`src/rtl/alu_op_sequencer.sv`:
```
// Command-side sequencer for the 4-bit combinational ALU: accepts a command, holds the ALU
// inputs for SETTLE_CYCLES, captures the result and returns it. Optional feature: ALU_ACC_CHAIN_EN.
module alu_op_sequencer #(
  parameter int unsigned DATA_W        = 4,
  parameter int unsigned SEL_W         = 3,
  parameter int unsigned SETTLE_CYCLES = 1,
  parameter int unsigned CNT_W         = 8
) (
  input  logic              clk,
  input  logic              rst,
  input  logic              cmd_valid,
  output logic              cmd_ready,
  input  logic [DATA_W-1:0] cmd_a,
  input  logic [DATA_W-1:0] cmd_b,
  input  logic [SEL_W-1:0]  cmd_sel,
  input  logic              cmd_chain,
  output logic [DATA_W-1:0] alu_a,
  output logic [DATA_W-1:0] alu_b,
  output logic [SEL_W-1:0]  alu_sel,
  input  logic [DATA_W-1:0] alu_out,
  input  logic              alu_carry,
  output logic              rsp_valid,
  input  logic              rsp_ready,
  output logic [DATA_W-1:0] rsp_result,
  output logic              rsp_carry,
  output logic              rsp_zero,
  output logic              busy,
  output logic [CNT_W-1:0]  op_count
);

  localparam logic [1:0] ST_IDLE   = 2'd0;
  localparam logic [1:0] ST_SETTLE = 2'd1;
  localparam logic [1:0] ST_RESP   = 2'd2;

  // Counter reloads with SETTLE_CYCLES-1 and captures when it reaches zero.
  localparam int unsigned SC_W = (SETTLE_CYCLES > 1) ? $clog2(SETTLE_CYCLES) : 1;
  localparam logic [SC_W-1:0] SETTLE_LOAD = SC_W'(SETTLE_CYCLES - 1);

  logic [1:0]        state_q;
  logic [1:0]        state_d;
  logic [SC_W-1:0]   settle_cnt;
  logic              accept;
  logic              capture;
  logic              consume;
  logic [DATA_W-1:0] a_src;

  // Next-state and transaction strobes
  always_comb begin
    state_d = state_q;
    accept  = 1'b0;
    capture = 1'b0;
    consume = 1'b0;
    case (state_q)
      ST_IDLE: begin
        if (cmd_valid && cmd_ready) begin
          accept  = 1'b1;
          state_d = ST_SETTLE;
        end
      end
      ST_SETTLE: begin
        if (settle_cnt == '0) begin
          capture = 1'b1;
          state_d = ST_RESP;
        end
      end
      ST_RESP: begin
        if (rsp_valid && rsp_ready) begin
          consume = 1'b1;
          state_d = ST_IDLE;
        end
      end
      default: state_d = ST_IDLE;
    endcase
  end

`ifdef ALU_ACC_CHAIN_EN
  logic [DATA_W-1:0] acc;

  // Accumulator follows every captured result
  always_ff @(posedge clk or posedge rst) begin
    if (rst) begin
      acc <= '0;
    end else if (capture) begin
      acc <= alu_out;
    end
  end

  assign a_src = cmd_chain ? acc : cmd_a;
`else
  logic unused_chain;
  assign unused_chain = cmd_chain;
  assign a_src        = cmd_a;
`endif

  // State register and handshake flags
  always_ff @(posedge clk or posedge rst) begin
    if (rst) begin
      state_q   <= ST_IDLE;
      cmd_ready <= 1'b1;
      busy      <= 1'b0;
    end else begin
      state_q   <= state_d;
      cmd_ready <= (state_d == ST_IDLE);
      busy      <= (state_d != ST_IDLE);
    end
  end

  // ALU drive registers, held until the next accept
  always_ff @(posedge clk or posedge rst) begin
    if (rst) begin
      alu_a      <= '0;
      alu_b      <= '0;
      alu_sel    <= '0;
      settle_cnt <= '0;
    end else if (accept) begin
      alu_a      <= a_src;
      alu_b      <= cmd_b;
      alu_sel    <= cmd_sel;
      settle_cnt <= SETTLE_LOAD;
    end else if (state_q == ST_SETTLE && settle_cnt != '0) begin
      settle_cnt <= settle_cnt - SC_W'(1);
    end
  end

  // Response capture, handshake and completion counter
  always_ff @(posedge clk or posedge rst) begin
    if (rst) begin
      rsp_valid  <= 1'b0;
      rsp_result <= '0;
      rsp_carry  <= 1'b0;
      rsp_zero   <= 1'b0;
      op_count   <= '0;
    end else if (capture) begin
      rsp_valid  <= 1'b1;
      rsp_result <= alu_out;
      rsp_carry  <= (alu_sel <= SEL_W'(1)) ? alu_carry : 1'b0;
      rsp_zero   <= (alu_out == '0);
    end else if (consume) begin
      rsp_valid  <= 1'b0;
      op_count   <= op_count + CNT_W'(1);
    end
  end

endmodule

```
`config.mk`:
```
export PLATFORM = sky130hd
export DESIGN_NAME = alu_op_sequencer
export DESIGN_NICKNAME = d
export VERILOG_FILES = /design/src/rtl/alu_op_sequencer.sv
export SDC_FILE = /design/constraint.sdc
export NUM_CORES = 1
export LEC_CHECK = 0
export CORE_ASPECT_RATIO = 0.5
export CORE_UTILIZATION = 46
export CTS_CLUSTER_DIAMETER = 60
export DETAILED_ROUTE_END_ITERATION = 10
export PLACE_DENSITY = 0.84
export SYNTH_ARGS = -nofsm -noshare
export SYNTH_HDL_FRONTEND = slang
export SYNTH_SLANG_ARGS = --single-unit
```
`constraint.sdc`:
```
create_clock -name clk -period 3 [get_ports clk]
set_clock_uncertainty 0.1 [all_clocks]
set_input_delay 0.6 -clock clk [delete_from_list [all_inputs] [get_ports clk]]
set_output_delay 0.6 -clock clk [all_outputs]
set_load 0.01 [all_outputs]
```
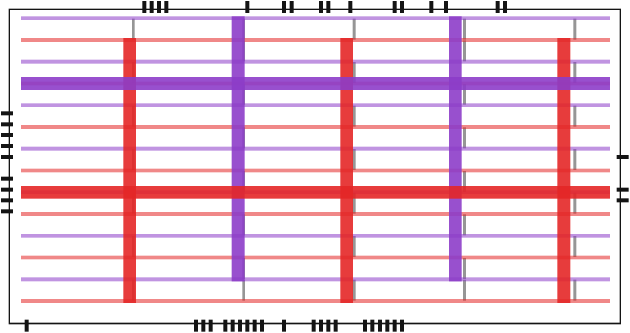
run_1/pdn.png
(8 px per µm) Pins as bars on the die edge. Tap cells in gray.
red -> VSS
purple -> VDD
met4 straps = 5
met1 rails = 14
tap cells = 37
signal pins = 49
rows = 13
Max IR drop VDD: 0.546 mV
horizontal die dimension: 76.2 µm
Core Area: 2600 µm²

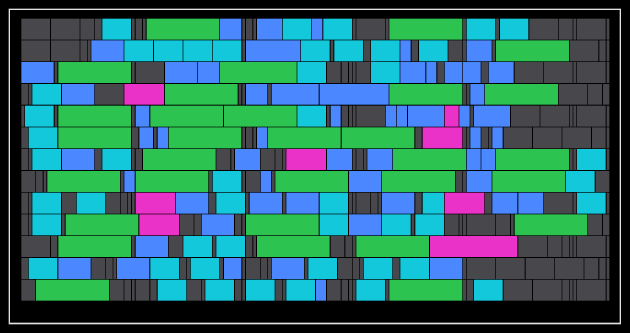
run_1/cell_classes.png
(8 px per µm) Fill, decap, tap and diode cells in gray.
cyan -> other buffers and delay cells  # cells 48, share of their area 26%
blue -> all other logic  # cells 57, share of their area 26%
magenta -> clock drivers and dummy loads  # cells 8, share of their area 6.3%
green -> flops  # cells 31, share of their area 42%
Post-Route Utilization: 73.0%
number of cell rows: 13
area of all placed cells without fillers: 1900 µm²

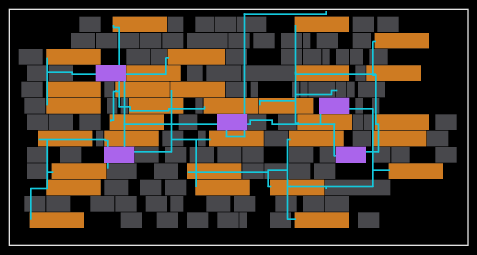
run_1/clock_map.png
(6 px per µm)
orange -> flip-flops  # count 31
purple -> cells driving clock nets  # count 5
cyan -> clock wires  # length 382 µm
routed clock nets = 6

==> results.tsv, run 1 <==
metric	value	unit
chip area from the yosys synthesis statistics	1270	µm²
PostCTS Resize Cnt	0	
clock tree root buffer cell	sky130_fd_sc_hd__clkbuf_8	
PD cells	985	nW/µm²
setup repair after global routing missed its margin	false	
Fin. Hold Viols	0	
sequential share of the synthesized area	61.4	%
total number of yosys warnings	0	
fillcell total	184	
most common cell after layout, fill and taps aside	sky130_fd_sc_hd__clkdlybuf4s50_1	
cell total after placement	173	
cell area after synthesis	1270	µm²
vias after detailed routing	867	
layout cells sized above 1	22.9	%
leftover overflow at the end of global routing	0	
maximum count of clock buffers along a single path	2	
DRC viols	0	
number of library cell types mapped by synthesis	26	
worst hold start	op_count[7]$_DFFE_PP0P_	
area fraction in full adders, half adders and majority gates	0.988	%
leakage power	0.822	nW
area grow syn2layout	50.1	%
global-route wire length before repair	3740	µm
TritonCTS clock tree	done	
crit path time final	2030	ps
Critical Path Source Type	flip-flop	
startpoint of the worst-slack reg-to-reg timing path	state_q[1]$_DFF_PP0_	
total buffers and inverters traversed by the critical path	1	
leading cell types in the layout, fill and taps excluded	47 x sky130_fd_sc_hd__clkdlybuf4s50_1, 30 x sky130_fd_sc_hd__dfrtp_1, 16 x sky130_fd_sc_hd__mux2_2, 9 x sky130_fd_sc_hd__nand2_1, 6 x sky130_fd_sc_hd__clkbuf_8	
final-report max-slew violation count	0	
final setup fails	0	
effective utilization at floorplan	48.7	%
Hold WC Path Type	reg2reg	
Cells after Synth	89	
number of antenna violations at the first check in global routing	0	
DP Wirelength	1730	µm
number of sinks driven by the clock tree	31	
Worst Setup End Kind	primary output	
CTS buffer count	5	
cells traversed along the worst timing path	clkdlybuf4s50_1	
worst-margin pin slew	808	ps
clock transition at the registers of the reported paths	60	ps
Top logic family	multiplexers	
count of state elements after synthesis	31	
status	complete, no violations	
ao+oa area frac	3.66	%
share of the cycle needed by the critical path after routing	67.7	%
number of diodes added for antenna fixing	0	
via count of the first global-routing pass	797	
number of violations of the max-capacitance limit	0	
post-detailed-route wirelength per cell	13.1	µm
total power of the final layout	0.00187	W
slowest stage delay, CP	530	ps
total number of H-tree levels	2	
number of search-and-repair iterations in the first detailed-routing pass	4	
post-DR vias/cell	4.79	
number of nets still failing antenna checks after routing	0	
mux share of post-synthesis cell area	14.2	%
xor and xnor fraction of the mapped netlist area	4.84	%
maximum number of pins on one net before global-route repair	24	
cell count listed in synth_stat.txt	89	
setup TNS after final layout	0	ps
aggregate routed wire length	2380	µm
All-Layer GR Usage	17.6	%
WP data arrival	1330	ps
worst setup path start	cmd_ready$_DFF_PP1_	
data required time at the worst endpoint	2300	ps
kind of cell adding the most delay to the critical path	flip-flops	
critical-path cell with the highest stage delay	sky130_fd_sc_hd__dfstp_2	
area fraction in and, or, nand and nor cells after synthesis	13.4	%
number of non-filler instances in the completed layout	181	
Boundary Pins	49	
startpoint-to-endpoint class of the critical path	reg2out	
Slew HR	46.1	%
initial DRC count	42	
hold buffer count at CTS	0	
Post-CTS Setup Inserts	0	
die footprint	2980	µm²
total number of nets in the final design	165	
peak fanout along the critical path	2	
clock insertion delay at the later pin of the skew report	280	ps
routability congestion estimate	0.695	
number of buffers added on ports	47	
post-synthesis net count	111	
Highest Clock Rate	0.492	GHz
stage-log warning count	27	
Mapped Avg Cell Area	14.2	µm²
run 1: per-stage QoR:
stage | instance area [µm²] | worst slack (ps) | hold slack, ps
2_1_floorplan | 1270 | 1360 | 402
3_5_place_dp | 1780 | 686 | 358
3_3_place_gp | 1780 | 702 | 354
6_report | 1900 | 968 | 362
4_1_cts | 1900 | 955 | 369
5_1_grt | 1900 | 882 | 397
run 1: synth_stat cells, drive strengths merged:
library cell,count,area share (%)
nand3,2,0.79
ha,1,0.99
a21o,2,1.3
xor2,3,2.1
nand2,9,2.7
and4b,1,0.89
nor4,2,1.5
nand4,2,0.99
mux2,16,14
nor2,2,0.59
a31o,1,0.69
nor3b,2,2.1
a211o,1,0.69
buf,1,0.59
dfstp,1,2.1
a211oi,1,0.59
o21ai,1,0.39
inv,3,0.89
nor3,3,2.1
dfrtp,30,59
nand4b,1,1.9
xnor2,4,2.8
run 1: logic make-up after synthesis:
group / after synthesis
AND-OR/OR-AND: 6
XOR/XNOR: 7
adder cells (fa/ha/maj): 1
buffers and inverters: 4
flip-flops: 31
multiplexers: 16
AND/OR/NAND/NOR: 24
run 1: routing by layer:
layer	up-vias	global-route usage, %	routed length, µm
li1	422	-	-
met5	-	0	0
met4	0	7.21	20
met1	423	20.1	1020
met3	2	4.94	85
met2	20	33.0	1250
run 1: area by class of cell:
cell class,instances,area [µm²],share of cell area (%)
clock buffer,6,82.6,4.34
inverter,3,11.3,0.592
sequential,31,777,40.9
multi-input combinational,54,470,24.8
clock inverter,2,35.0,1.84
tap,37,46.3,2.44
timing repair buffer,48,478,25.1
run 1: where the power goes:
part	internal, W	switching (W)	total, W
sequential	0.000589	0.000133	0.000722
combinational	0.000460	0.000271	0.000730
clock	0.000268	0.000152	0.000420
run 1: flip-flops by register name, indices dropped and copies added, names as in the netlist:
register,flops
alu_b,4
op_count,8
rsp_zero,1
busy,1
state_q,2
alu_a,4
alu_sel,3
rsp_carry,1
rsp_result,4
cmd_ready,1
rsp_valid,1
settle_cnt,1
run 1: final timing paths:
kind	end	slack [ps]	depth (start not counted)
setup / recovery	cmd_ready	970	1
setup reg to reg	alu_sel[2]$_DFFE_PP0P_	1230	2
hold / removal	op_count[7]$_DFFE_PP0P_	360	1
min in group asynchronous	alu_a[1]$_DFFE_PP0P_	680	2
max in group asynchronous	op_count[6]$_DFFE_PP0P_	1500	3
hold reg to reg	op_count[7]$_DFFE_PP0P_	360	1
==> inputs of run 2 (changes only) <==
--- a/config.mk
+++ b/config.mk
@@ -6,10 +6,10 @@
 export NUM_CORES = 1
 export LEC_CHECK = 0
 export CORE_ASPECT_RATIO = 0.5
-export CORE_UTILIZATION = 46
+export CORE_UTILIZATION = 38
 export CTS_CLUSTER_DIAMETER = 60
 export DETAILED_ROUTE_END_ITERATION = 10
-export PLACE_DENSITY = 0.84
+export PLACE_DENSITY = 0.74
 export SYNTH_ARGS = -nofsm -noshare
 export SYNTH_HDL_FRONTEND = slang
 export SYNTH_SLANG_ARGS = --single-unit
==> constraint.sdc (replaced) <==
create_clock -name clk -period 1.8 [get_ports clk]
set_clock_uncertainty 0.1 [all_clocks]
set_input_delay 0.36 -clock clk [delete_from_list [all_inputs] [get_ports clk]]
set_output_delay 0.36 -clock clk [all_outputs]
set_load 0.01 [all_outputs]
==> run 2 against run 1 <==
Critical endpoint is now op_count[0]. Global-route usage down 1.9 points. Power increased by 61%. Synthesized area unchanged. Critical path depth unchanged. Worst hold slack gained 2.5 ps. Setup slack got worse by 910 ps. Non-clock buffer count increased by 2. Die size up 20%. Final area increased by 0.26%. Sequential cell count unchanged. First-iteration DRC count is 45% lower. Combinational power is 71% higher.
==> results.tsv, run 2 <==
metric	value	unit
status	complete, no violations	
leading cell type by number of instances after synthesis	sky130_fd_sc_hd__dfrtp_1	
cell taking the most area after synthesis	sky130_fd_sc_hd__dfrtp_1	
main flop type	sky130_fd_sc_hd__dfrtp_1	
post-synthesis net count	111	
worst-margin pin slew	436	ps
maximum number of pins on one net before global-route repair	32	
biggest area contributors in the synthesized netlist	sky130_fd_sc_hd__dfrtp_1 59%, sky130_fd_sc_hd__mux2_2 14%, sky130_fd_sc_hd__xnor2_1 2.8%, sky130_fd_sc_hd__nand2_1 2.7%, sky130_fd_sc_hd__dfstp_2 2.1%	
top layer used by detailed routing	met4	
cells traversed along the worst timing path	clkdlybuf4s50_1	
Cells after Synth	89	
leading cell types in the layout, fill and taps excluded	46 x sky130_fd_sc_hd__clkdlybuf4s50_1, 29 x sky130_fd_sc_hd__dfrtp_1, 16 x sky130_fd_sc_hd__mux2_2, 9 x sky130_fd_sc_hd__nand2_1, 6 x sky130_fd_sc_hd__clkbuf_8	
number of synthesized flops with an enable pin	0	
peak fanout along the critical path	5	
flip-flop count of the largest register after layout	8	
proportion of synthesized flip-flops having asynchronous set or reset	100	%
area grow syn2layout	50.5	%
clock tree root buffer cell	sky130_fd_sc_hd__clkbuf_8	
fillcell total	275	
routability congestion estimate	0.673	
effective utilization at floorplan	41.1	%
clock insertion delay at the later pin of the skew report	270	ps
PD cells	1580	nW/µm²
area fraction of the dominant cell type after synthesis	59.3	%
setup repair after global routing missed its margin	false	
register name with the most flops	op_count	
global-route wire length before repair	4310	µm
number of violations of the max-capacitance limit	0	
startpoint-to-endpoint class of the critical path	reg2out	
die footprint	3580	µm²
layout cells sized above 1	24.0	%
post-place instance area	1810	µm²
Core Area	3080	µm²
final setup fails	0	
Worst Setup End Kind	primary output	
Hold WC Path Type	reg2reg	
hold buffer count at CTS	0	
net switching component of the power	0.000918	W
Mapped Avg Cell Area	14.2	µm²
count of state elements after synthesis	31	
sequential share of the synthesized area	61.4	%
via count of the first global-routing pass	910	
WP data arrival	1280	ps
number of library cell types mapped by synthesis	26	
clock transition at the registers of the reported paths	70	ps
area of all placed cells without fillers	1910	µm²
DP Wirelength	1800	µm
detailed route wirelength on metal2	1230	µm
Boundary Pins	49	
final-report max-slew violation count	0	
most common cell after layout, fill and taps aside	sky130_fd_sc_hd__clkdlybuf4s50_1	
total number of H-tree levels	2	
Hold Slack	365	ps
TritonCTS clock tree	done	
register share of total power	40.1	%
commonest cells in the synthesized netlist	30 x sky130_fd_sc_hd__dfrtp_1, 16 x sky130_fd_sc_hd__mux2_2, 9 x sky130_fd_sc_hd__nand2_1	
PostCTS Resize Cnt	1	
maximum count of clock buffers along a single path	2	
kind of cell adding the most delay to the critical path	buffers and inverters	
Critical Path Source Type	flip-flop	
Gate Area	470	µm²
total buffers and inverters traversed by the critical path	1	
Slew HR	70.9	%
Post-Route M1 WL	1080	µm
crit path time final	1740	ps
total number of yosys warnings	0	
cell count listed in synth_stat.txt	89	
CTS buffer count	5	
total power of the final layout	0.00301	W
cell internal power dissipation	0.00209	W
initial DRC count	23	
Post-CTS Setup Inserts	0	
number of diodes added for antenna fixing	0	
leftover overflow at the end of global routing	0	
critical-path cell with the highest stage delay	sky130_fd_sc_hd__clkdlybuf4s50_1	
total number of nets in the final design	167	
cell area after synthesis	1270	µm²
chip area from the yosys synthesis statistics	1270	µm²
aggregate routed wire length	2420	µm
register cell area after layout	778	µm²
Highest Clock Rate	0.575	GHz
number of antenna violations at the first check in global routing	0	
number of cell rows	14	
number of sinks driven by the clock tree	31	
Fin. Hold Viols	0	
Net Sw Frac	30.5	%
number of nets still failing antenna checks after routing	0	
part of the power in the clock network	18.4	%
All-Layer GR Usage	15.7	%
run 2: worst reg2reg max path: stages, from the launching register on:
cell                      delay (ps)
sky130_fd_sc_hd__dfrtp_1         500
sky130_fd_sc_hd__nor3b_4         450
sky130_fd_sc_hd__mux2_2          390
run 2: cells by family (layout without fill, tap and decap cells):
| logic type | count (synthesis) | count (layout) | synth area share [%] |
|---|---|---|---|
| buffers and inverters | 4 | 61 | 1.48 |
| DFF | 31 | 31 | 61.4 |
| and+or+nand+nor | 24 | 24 | 13.4 |
| AOI/OAI and AO/OA | 6 | 6 | 3.66 |
| xor gates and xnor gates | 7 | 7 | 4.84 |
| adders and majority gates | 1 | 1 | 0.988 |
| muxes | 16 | 16 | 14.2 |
run 2: path summary, 6_finish.rpt:
path | to | slack (ps) | cells after the start | startpoint
max | op_count[0] | 60 | 1 | op_count[0]$_DFFE_PP0P_
min | op_count[7]$_DFFE_PP0P_ | 360 | 1 | op_count[7]$_DFFE_PP0P_
max reg2reg | rsp_result[0]$_DFFE_PP0P_ | 250 | 2 | state_q[1]$_DFF_PP0_
min reg2reg | op_count[7]$_DFFE_PP0P_ | 360 | 1 | op_count[7]$_DFFE_PP0P_
max in group asynchronous | cmd_ready$_DFF_PP1_ | 910 | 3 | rst
min in group asynchronous | op_count[0]$_DFFE_PP0P_ | 370 | 3 | rst
run 2: metal layers:
layer | vias up | track usage [%]
li1 | 427 | -
met1 | 436 | 19.7
met2 | 16 | 27.0
met3 | 2 | 5.45
met4 | 0 | 2.71
met5 | - | 0
run 2: stage by stage:
step                      setup TNS (ps)  util [%]  setup WS (ps)  instances
after floorplan                        0         -            209         89
after global placement                 0      58.8           30.1        178
after detailed placement        -0.00300      58.8       -0.00300        178
after CTS                              0      61.8           43.8        186
after global routing                   0      61.8           2.48        186
final                                  0      61.8           61.2        186
run 2: power by group through the flow:
| stage | combinational (W) | clock, W | sequential (W) |
|---|---|---|---|
| after detailed placement | 0.00127 | 0 | 0.00122 |
| after floorplan | 0.000470 | 0 | 0.00131 |
| after global placement | 0.00125 | 0 | 0.00120 |
| after global routing | 0.00133 | 0.000610 | 0.00125 |
| final | 0.00125 | 0.000552 | 0.00121 |
| after CTS | 0.00127 | 0.000571 | 0.00121 |
run 2: cell type report:
type | count | area share [%]
Multi-Input combinational cell | 54 | 24.7
Sequential cell | 31 | 40.8
Tap cell | 40 | 2.63
Clock buffer | 7 | 4.53
Timing Repair Buffer | 50 | 26.5
Inverter | 3 | 0.591
Clock inverter | 1 | 0.263
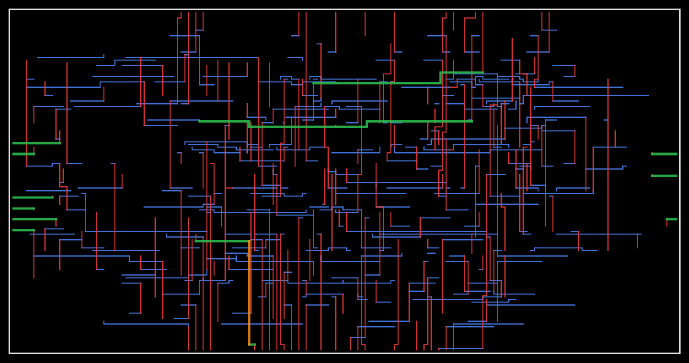
run_2/metal_stack.png
(8 px per µm)
red -> met2  # wire length 1230 µm
green -> met3  # wire length 95.9 µm
orange -> met4  # wire length 12.9 µm
blue -> met1  # wire length 1080 µm

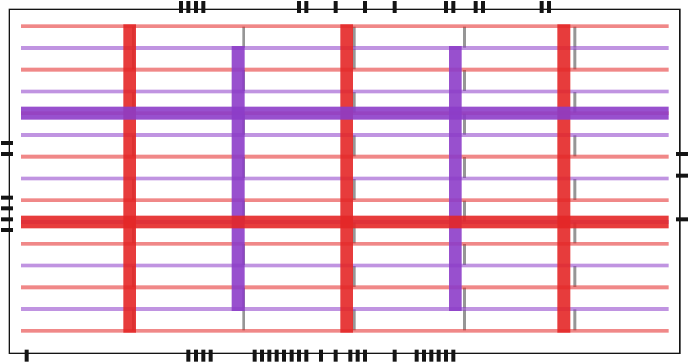
run_2/pdn.png
(8 px per µm) Pins as bars on the die edge. Tap cells in gray.
red -> VSS
purple -> VDD
tap cells = 40
met5 straps = 2
rows = 14
met1 rails = 15
Max IR drop VDD: 0.642 mV
horizontal die dimension: 83.6 µm

==> inputs of run 3 (changes only) <==
--- a/config.mk
+++ b/config.mk
@@ -13,3 +13,4 @@
 export SYNTH_ARGS = -nofsm -noshare
 export SYNTH_HDL_FRONTEND = slang
 export SYNTH_SLANG_ARGS = --single-unit
+export TNS_END_PERCENT = 20
==> run 3 against run 2 <==
Global-route usage is the same. Clock-buffer cell count unchanged. Sequential power hardly changed. Wire length unchanged. Register-to-register slack about the same. Utilization did not move. Sequential cell count unchanged. Critical path type unchanged. Clock power barely moved. Final area is the same.
==> results.tsv, run 3 <==
metric	value	unit
area fraction of the dominant cell type after synthesis	59.3	%
horizontal die dimension	83.6	µm
number of nets still failing antenna checks after routing	0	
number of search-and-repair iterations in the first detailed-routing pass	4	
destination of the worst hold path	op_count[7]$_DFFE_PP0P_	
global-route wire length before repair	4310	µm
TritonCTS clock tree	done	
chip area from the yosys synthesis statistics	1270	µm²
total number of nets in the final design	167	
die footprint	3580	µm²
PD cells	1580	nW/µm²
proportion of synthesized flip-flops having asynchronous set or reset	100	%
count of state elements after synthesis	31	
stage-log warning count	27	
Fin. Hold Viols	0	
cell count listed in synth_stat.txt	89	
DP Wirelength	1800	µm
Worst Setup End Kind	primary output	
critical-path cell with the highest stage delay	sky130_fd_sc_hd__clkdlybuf4s50_1	
leftover overflow at the end of global routing	0	
biggest area contributors in the synthesized netlist	sky130_fd_sc_hd__dfrtp_1 59%, sky130_fd_sc_hd__mux2_2 14%, sky130_fd_sc_hd__xnor2_1 2.8%, sky130_fd_sc_hd__nand2_1 2.7%, sky130_fd_sc_hd__dfstp_2 2.1%	
fillcell total	275	
leakage power	0.822	nW
Critical Path Source Type	flip-flop	
startpoint-to-endpoint class of the critical path	reg2out	
aggregate routed wire length	2420	µm
Core Area	3080	µm²
cells traversed along the worst timing path	clkdlybuf4s50_1	
Boundary Pins	49	
number of library cell types mapped by synthesis	26	
peak fanout along the critical path	5	
initial DRC count	23	
post-synthesis net count	111	
Slew HR	70.9	%
main flop type	sky130_fd_sc_hd__dfrtp_1	
hold buffer count at CTS	0	
number of diodes added for antenna fixing	0	
status	complete, no violations	
number of sinks driven by the clock tree	31	
Highest Clock Rate	0.575	GHz
setup repair after global routing missed its margin	false	
share of the cycle needed by the critical path after routing	96.6	%
cell area after synthesis	1270	µm²
Mapped Avg Cell Area	14.2	µm²
most common cell after layout, fill and taps aside	sky130_fd_sc_hd__clkdlybuf4s50_1	
routability congestion estimate	0.673	
startpoint of the worst-slack reg-to-reg timing path	state_q[1]$_DFF_PP0_	
number of antenna violations at the first check in global routing	0	
total number of yosys warnings	0	
clock tree root buffer cell	sky130_fd_sc_hd__clkbuf_8	
slowest stage delay, CP	570	ps
Cells after Synth	89	
maximum count of clock buffers along a single path	2	
worst-margin pin slew	436	ps
effective utilization at floorplan	41.1	%
via count of the first global-routing pass	910	
worst reg-to-reg setup slack	250	ps
sequential share of the synthesized area	61.4	%
maximum number of pins on one net before global-route repair	32	
cell taking the most area after synthesis	sky130_fd_sc_hd__dfrtp_1	
number of buffers added on ports	47	
flip-flop count of the largest register after layout	8	
==> run 3: how the worst max path moves through the flow <==
stage | cells past startpoint | slack (ps) | from | to
after global routing | 1 | 2 | op_count[2]$_DFFE_PP0P_ | op_count[2]
after CTS | 1 | 40 | rsp_valid$_DFFE_PP0P_ | rsp_valid
after floorplan | 4 | 210 | cmd_ready$_DFF_PP1_ | alu_a[3]$_DFFE_PP0P_
final | 1 | 60 | op_count[0]$_DFFE_PP0P_ | op_count[0]
after global placement | 5 | 30 | cmd_valid | alu_a[0]$_DFFE_PP0P_
after detailed placement | 5 | -0.003 | cmd_valid | alu_sel[1]$_DFFE_PP0P_
==> run 3: metrics by stage <==
step / std cells / utilization (%) / TNS, ps / instance area [µm²] / worst slack [ps]
floorplan: 89 / - / 0 / 1270 / 209
global placement: 178 / 58.8 / 0 / 1810 / 30.1
detailed placement: 178 / 58.8 / -0.00300 / 1810 / -0.00300
CTS: 186 / 61.8 / 0 / 1900 / 43.8
global route: 186 / 61.8 / 0 / 1910 / 2.48
finish: 186 / 61.8 / 0 / 1910 / 61.2
==> run 3: kinds of logic after synthesis <==
kind of cell,count (synthesis),share of synthesized area (%)
buf+inv,4,1.48
mux,16,14.2
flops,31,61.4
xor+xnor,7,4.84
compound gates,6,3.66
simple gates,24,13.4
fa+ha+maj,1,0.988
==> run 3: where the power goes <==
group | switching, W | internal, W
Sequential | 0.000220 | 0.000986
Clock | 0.000244 | 0.000308
Combinational | 0.000454 | 0.000796
==> run 3: what timing repair did <==
action                                  in CTS  in global routing
gates resized                                1                  1
endpoints found under the setup margin       1                  1
endpoints found under the hold margin        0                  0
==> run 3: layout make-up <==
class                      count  area (µm²)  area share, %
inverter                       3        11.3          0.591
clock buffer                   7        86.3           4.53
tap                           40        50.0           2.63
sequential                    31         778           40.8
clock inverter                 1        5.00          0.263
multi-input combinational     54         470           24.7
timing repair buffer          50         504           26.5
==> run 3: metal layers <==
| layer | wire, µm | global-route usage, % |
|---|---|---|
| met4 | 12 | 2.71 |
| met5 | 0 | 0 |
| met2 | 1230 | 27.0 |
| met3 | 95 | 5.45 |
| met1 | 1080 | 19.7 |
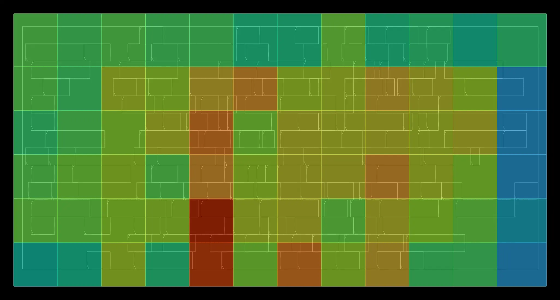
run_3/final_congestion.png
met2 Usage GRT: 27.0%
Post-Route Utilization: 61.8%
post-detailed-route wirelength per cell: 13.0 µm
All-Layer GR Usage: 15.7%
grt peak-use layer: met2

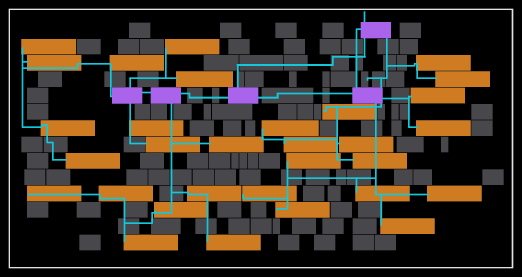
run_3/clock_map.png
(6 px per µm)
purple -> cells driving clock nets  # count 5
orange -> flip-flops  # count 31
cyan -> clock wires  # length 385 µm
routed clock nets = 6

Power figures rest on the tool's default switching activity, not on a simulated workload.
